===== config.mk =====
export PLATFORM = sky130hd
export DESIGN_NAME = cartesian_to_polar
export DESIGN_NICKNAME = d
export VERILOG_FILES = /design/src/rtl/cartesian_to_polar.sv
export SDC_FILE = /design/constraint.sdc
export NUM_CORES = 1
export LEC_CHECK = 0
export CELL_PAD_IN_SITES_DETAIL_PLACEMENT = 2
export CELL_PAD_IN_SITES_GLOBAL_PLACEMENT = 2
export CORE_MARGIN = 2
export CORE_UTILIZATION = 37
export CTS_BUF_LIST = sky130_fd_sc_hd__clkbuf_8
export CTS_CLUSTER_SIZE = 40
export DETAILED_ROUTE_END_ITERATION = 16
export GPL_TIMING_DRIVEN = 0
export PLACE_DENSITY_LB_ADDON = 0.1
export SLEW_MARGIN = 10
export SYNTH_ARGS = -nofsm -noshare
export SYNTH_HDL_FRONTEND = slang
export SYNTH_SLANG_ARGS = --single-unit

===== constraint.sdc =====
create_clock -name clk -period 6.55 [get_ports clk]
set_input_delay 1.31 -clock clk [delete_from_list [all_inputs] [get_ports clk]]
set_output_delay 1.31 -clock clk [all_outputs]
set_load 0.005 [all_outputs]

===== src/rtl/cartesian_to_polar.sv =====
// Sign-magnitude Cartesian (x, y) to packed polar {theta_code, r} converter.
// A 9-step restoring square root produces r. The first six of those steps
// also test one 15-degree sector boundary each, giving the theta code.
//
// state | meaning
// ------+-----------------------------------------------------------
// IDLE  | waiting for start; outputs hold the last result
// SQ    | form ax*ax + ay*ay, clear root and sector count
// ITER  | 9 root steps (bit 8..0), sector tests on bits 8..3
// DONE  | publish result; start here begins the next conversion
module cartesian_to_polar #(
  parameter int SAT_R = 255
) (
  input  logic        clk,
  input  logic        reset,
  input  logic        start,
  input  logic [8:0]  x_value,
  input  logic [8:0]  y_value,
  output logic        busy,
  output logic        done,
  output logic [11:0] r_theta,
  output logic        r_saturated,
  output logic        below_axis
);

  typedef enum logic [1:0] {IDLE, SQ, ITER, DONE} state_t;

  localparam logic [7:0] SAT_R8 = 8'(SAT_R);

  state_t state, state_nxt;
  logic   capture;

  logic [7:0]  ax, ay;
  logic        xneg, yneg;
  logic [16:0] sum;
  logic [8:0]  res;
  logic [3:0]  bit_idx;
  logic [3:0]  k;

  logic [8:0]  trial;
  logic [17:0] trial_sq;
  logic [10:0] thr;
  logic        sector_en;
  logic [19:0] ay_scaled;
  logic [19:0] ax_thr;
  logic        boundary_hit;
  logic [3:0]  theta_code;

  // State register
  always_ff @(posedge clk) begin
    if (reset) state <= IDLE;
    else       state <= state_nxt;
  end

  // Next-state decode and input-capture strobe
  always_comb begin
    state_nxt = state;
    capture   = 1'b0;
    case (state)
      IDLE: begin
        if (start) begin
          capture   = 1'b1;
          state_nxt = SQ;
        end
      end
      SQ:   state_nxt = ITER;
      ITER: if (bit_idx == 4'd0) state_nxt = DONE;
      DONE: begin
        if (start) begin
          capture   = 1'b1;
          state_nxt = SQ;
        end else begin
          state_nxt = IDLE;
        end
      end
      default: state_nxt = IDLE;
    endcase
  end

  assign busy = (state == SQ) || (state == ITER);

  // Root trial value and sector boundary for the current step
  always_comb begin
    trial     = res | (9'd1 << bit_idx);
    trial_sq  = {9'd0, trial} * {9'd0, trial};
    thr       = 11'd0;
    sector_en = 1'b0;
    case (bit_idx)
      4'd8: begin thr = 11'd34;   sector_en = 1'b1; end
      4'd7: begin thr = 11'd106;  sector_en = 1'b1; end
      4'd6: begin thr = 11'd196;  sector_en = 1'b1; end
      4'd5: begin thr = 11'd334;  sector_en = 1'b1; end
      4'd4: begin thr = 11'd618;  sector_en = 1'b1; end
      4'd3: begin thr = 11'd1945; sector_en = 1'b1; end
      default: begin thr = 11'd0; sector_en = 1'b0; end
    endcase
    ay_scaled = {4'd0, ay, 8'd0};
    ax_thr    = {12'd0, ax} * {9'd0, thr};
    // ay == 0 keeps the origin at 0 deg instead of counting every boundary
    boundary_hit = sector_en && (ay != 8'd0) && (ay_scaled >= ax_thr);
    theta_code   = xneg ? (4'd12 - k) : k;
  end

  // Operand capture, root/sector iteration and result registers
  always_ff @(posedge clk) begin
    if (reset) begin
      ax          <= 8'd0;
      ay          <= 8'd0;
      xneg        <= 1'b0;
      yneg        <= 1'b0;
      sum         <= 17'd0;
      res         <= 9'd0;
      bit_idx     <= 4'd0;
      k           <= 4'd0;
      done        <= 1'b0;
      r_theta     <= 12'd0;
      r_saturated <= 1'b0;
      below_axis  <= 1'b0;
    end else begin
      done <= 1'b0;
      if (capture) begin
        ax   <= x_value[7:0];
        ay   <= y_value[7:0];
        xneg <= x_value[8] && (x_value[7:0] != 8'd0);
        yneg <= y_value[8];
      end
      case (state)
        SQ: begin
          sum     <= ({9'd0, ax} * {9'd0, ax}) + ({9'd0, ay} * {9'd0, ay});
          res     <= 9'd0;
          k       <= 4'd0;
          bit_idx <= 4'd8;
        end
        ITER: begin
          if (trial_sq <= {1'b0, sum}) res <= trial;
          if (boundary_hit) k <= k + 4'd1;
          bit_idx <= bit_idx - 4'd1;
        end
        DONE: begin
          done        <= 1'b1;
          r_theta     <= {theta_code, (res > {1'b0, SAT_R8}) ? SAT_R8 : res[7:0]};
          r_saturated <= (res > {1'b0, SAT_R8});
          below_axis  <= yneg;
        end
        default: ;
      endcase
    end
  end

endmodule


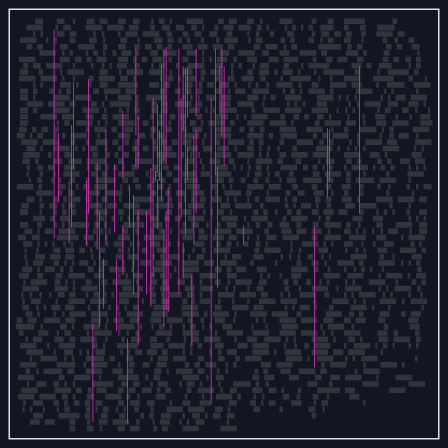
(the metal 4 layer)
The layer carries 2330 um of wire. The layer holds 4.8% of the routed length.
DRT Wirelength: 48730 um
vias post-DR: 10604

==> out/summary.txt <==
Buf/Inv on CP = 7
Number of unique standard cell types used by synthesis = 64
Final setup skew = 0.03493 ns
Final #Nets = 1908
Psw = 1.754 mW
Unrepaired setup endpoints after global routing = true
I/O Pins = 37
Seq cells = 69
MI comb area = 10150 um^2
Final hold slack = 0.5005 ns
Syn Nets = 1729
Total Die Area = 33480 um^2
Post-DRT Antenna Nets = 0
Status = complete, but fails checks
Fin. max-slew vios = 0
Die Height = 183.0 um
Synth Flop Type = dfxtp_1
Worst Setup SP = bit_idx[0]
Most frequent cells in the layout = inv_1, fa_1, ha_1
Crit path largest cell delay = 0.53 ns
CP delay by family, top = adder cells
Largest net degree at the start of global routing = 16
Fraction of layout cells with a size suffix above 1 = 0.2074
DRC Markers = 0
Crit-path max FO = 6
Final setup viols = 14
Initial antenna violation count = 1
Tally of filler cells in the layout = 3403
R2R cell count = 31
Max frequency = 142.8 MHz
Final worst setup slack = -0.4526 ns
Flop2flop setup slack = -0.45 ns
Minimum clock period = 7.003 ns
Power Combinational = 2.34 mW
Finished Cell Area = 14970 um^2
CORE AREA = 31560 um^2
Vias/cell = 5.399
OpenROAD warnings = 42
All-layer global routing usage = 0.2710
Failing checks = negative setup slack
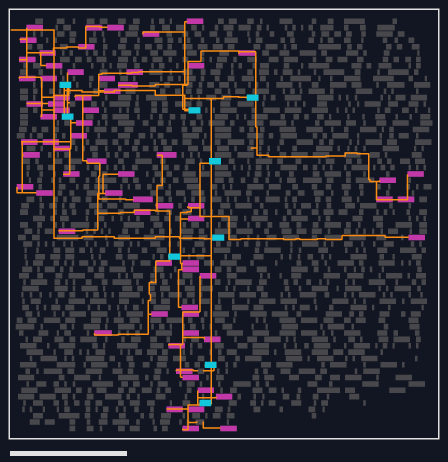
(routed clock nets over the placement)
Bar = 50 um.
Key: magenta = flip-flops [count 69]; cyan = clock drivers [count 9]; orange = clock wires [length 1660 um]
There are 10 routed clock nets.

-- flip-flops by register name, summed over array words and instances (netlist names) --
| register | flops |
|---|---|
| xneg | 1 |
| bit_idx | 4 |
| k | 4 |
| r_saturated | 1 |
| below_axis | 1 |
| state | 2 |
| yneg | 1 |
| r_theta | 12 |
| sum | 17 |
| ax | 8 |
| done | 1 |
| res | 9 |
| ay | 8 |
-- routing by layer --
| metal | up-vias | track usage | wire length, um |
|---|---|---|---|
| met1 | 5477 | 0.3219 | 19470 |
| met2 | 227 | 0.5011 | 25570 |
| li1 | 4776 | - | - |
| met4 | 2 | 0.1002 | 2334 |
| met3 | 122 | 0.03157 | 1343 |
| met5 | - | 0 | 16 |
-- synthesized netlist by cell type (3+ instances only) --
| master | count | area [um^2] |
|---|---|---|
| dfxtp_1 | 69 | 1381 |
| clkbuf_1 | 35 | 131.4 |
| nand4_1 | 11 | 68.82 |
| fa_1 | 166 | 3323 |
| inv_1 | 267 | 1002 |
| a21oi_1 | 67 | 335.3 |
| o21ai_0 | 17 | 85.08 |
| a221oi_1 | 3 | 26.28 |
| a21o_1 | 26 | 195.2 |
| and3_1 | 10 | 62.56 |
| nor2b_1 | 10 | 62.56 |
| o31ai_1 | 6 | 45.04 |
| o22ai_1 | 10 | 62.56 |
| or3_1 | 4 | 25.02 |
| a31oi_1 | 4 | 25.02 |
| nand2_1 | 129 | 484.2 |
| ha_1 | 164 | 2052 |
| nand2b_1 | 12 | 75.07 |
| o21a_1 | 5 | 37.54 |
| buf_1 | 5 | 18.77 |
| or2_2 | 4 | 25.02 |
| o21bai_1 | 6 | 45.04 |
| and2_1 | 73 | 456.7 |
| nor4_1 | 7 | 43.79 |
| nor3_1 | 11 | 55.05 |
| xor2_1 | 15 | 131.4 |
| o2111ai_1 | 6 | 52.55 |
| o21ai_1 | 3 | 15.01 |
| mux2i_1 | 24 | 240.2 |
| o211ai_1 | 6 | 45.04 |
| xnor2_1 | 32 | 280.3 |
| or4_1 | 3 | 22.52 |
| a211oi_1 | 7 | 52.55 |
| nand3_1 | 23 | 115.1 |
| nor2_1 | 98 | 367.9 |
-- per-stage QoR --
step,std cells,util,worst slack (ns)
4_1_cts,1930,0.4551,-0.1206
3_3_place_gp,1816,0.4036,-1.255
6_report,1964,0.4743,-0.4526
2_1_floorplan,1378,-,0.03115
3_5_place_dp,1816,0.4036,-1.354
5_1_grt,1964,0.4743,-0.6559
-- what timing repair did --
| item | in CTS | in global routing |
|---|---|---|
| buffers inserted | 98 | 40 |
| setup endpoints to repair | 16 | 20 |
| gates cloned | 2 | 0 |
| endpoints found under the hold margin | 0 | 0 |
| resized | 159 | 95 |
| pin swaps | 69 | 67 |
-- kinds of logic after synthesis --
group | after synthesis
AND/OR/NAND/NOR | 402
AND-OR/OR-AND | 192
multiplexers | 26
adder cells (fa/ha/maj) | 330
XOR/XNOR | 47
flip-flops | 69
buffers and inverters | 312
-- worst reg2reg max path, delay by kind of cell, from the launching register on --
kind,cells,cell delay [ns]
flops,1,0.39
xor+xnor,1,0.11
compound gates,12,2.25
buf+inv,7,0.65
simple gates,4,0.73
fa+ha+maj,7,2.75
Power is estimated from default activity; no workload was simulated.
